Design fir_out_requant_fifo, sky130hd; sources not shown.
**Layout detail**

Region (54, 73) to (104, 123) um. Cells in gray, sequential cells in the stronger gray; small squares are vias.
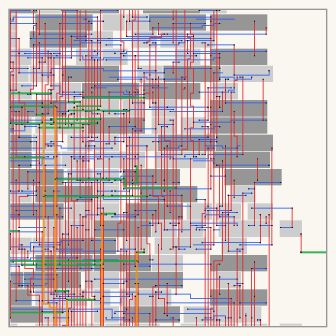
M4 -> orange
M3 -> green
M2 -> red
M1 -> blue
most frequent = mux2_2 (40), dfrtp_1 (33), mux4_2 (9)
sequential cells in the window = 33
cells with their middle in the window = 96

**The clock network**

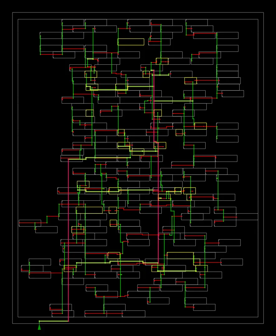
CTS sink cnt: 172
CTS Buf Count: 17
clk latency late pin: 0.45 ns
Setup Skew: 0.0113 ns
power in the clock group: 1.41 mW

**Metal 4**

Scale: 3 px per um. Supply wires on this layer in gray. Cells faint in the background.
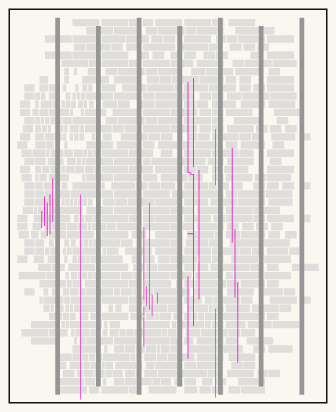
longest straight run = 68.0 um
nets with wire on the layer = 20
wire length on this layer = 521 um
share of all routed wire = 2.8%
final WL: 18800 um
via count: 5543

**Met3 routing**

Scale: 4 px per um. Cells faint in the background.
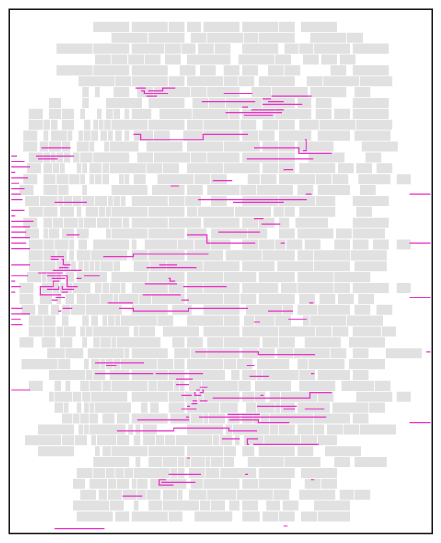
longest straight run = 31.5 um
wire length on this layer = 888 um
share of all routed wire = 4.7%
main direction = horizontal
met3 usage: 0.0565

==> reports/results.ini <==
[critical_path]
worstPathMaxFanout = 32
r2r_cells = 7

[job]
max-cap-violations = 0

[yosys]
yosysTopAreaCellShare = 0.516
ys_async_sr_fraction = 1.00
yosysWarnings = 0
synthTopLogicFamily = multiplexers
ys_seq_share = 0.516
top_cells_by_area = dfrtp_1, mux2_2, mux4_2

[placement]
pre_cts_ws_ns = 0.169
dp_hpwl_um = 11800

[sta]
slew_viol_final = 0
setup_viol = 0
min_period_ns = 3.18

[finish]
logic_area_um2 = 3840
design_area_um2 = 9550
lay_top_count = dfrtp_1

[cts]
cts_hold_buf = 0
clk_pin_slew_ns = 0.09

[grt]
grt_max_degree = 114
met1_usage = 0.352

[status]
status = complete, no violations

[power]
ir_drop_uv = 327

-- cell type report --
class | count | area share
multi-input cells | 413 | 0.402
well taps | 168 | 0.0220
inverters | 6 | 0.00236
flip-flops and latches | 172 | 0.451
clock buffers | 18 | 0.0259
repair buffers | 77 | 0.0792
clock inverters | 13 | 0.0174
-- synthesized netlist by cell type, types with 2 or more instances --
master    number
ha_1           6
nand4b_1       2
a21oi_2        3
nor3b_2        2
nor2b_1        5
a221oi_1       3
mux2i_1        2
or3_1          3
clkbuf_1      10
dfrtp_1      172
and3_1         3
nor3b_1        2
mux2_2       144
nand2b_1       3
nand4_1       12
xnor2_1       20
buf_2         11
nand2_1       52
mux2_1         3
buf_6          2
xor2_1        17
buf_1          6
nor2_1        20
nor4_1         6
a21oi_1       25
o21ai_0        7
nand3_1       14
nor3_1         3
and4_1         3
inv_1          6
mux4_2        32
buf_4          5
-- critical path: stages, from the launching register on --
cell	delay, ns
dfrtp_2	0.45
buf_12	0.27
mux4_2	0.55
mux2_2	0.30
clkdlybuf4s50_1	0.55
-- logic make-up after synthesis --
group,Yosys count
adders and majority gates,6
DFF,172
muxes,181
AOI/OAI and AO/OA,50
and+or+nand+nor,139
xor gates and xnor gates,37
buffers and inverters,40
-- metrics by stage --
stage | hold WS (ns) | utilization | power (mW)
after floorplan | 0.246 | - | 4.97
final | 0.233 | 0.758 | 7.32
after global routing | 0.305 | 0.758 | 7.68
after global placement | 0.461 | 0.725 | 5.62
after detailed placement | 0.469 | 0.725 | 5.86
after CTS | 0.253 | 0.758 | 7.32
-- power by group --
| part | switching (mW) | internal, mW |
|---|---|---|
| Clock | 0.710 | 0.702 |
| Combinational | 1.11 | 1.43 |
| Sequential | 0.690 | 2.67 |
Power and IR drop assume default switching activity.
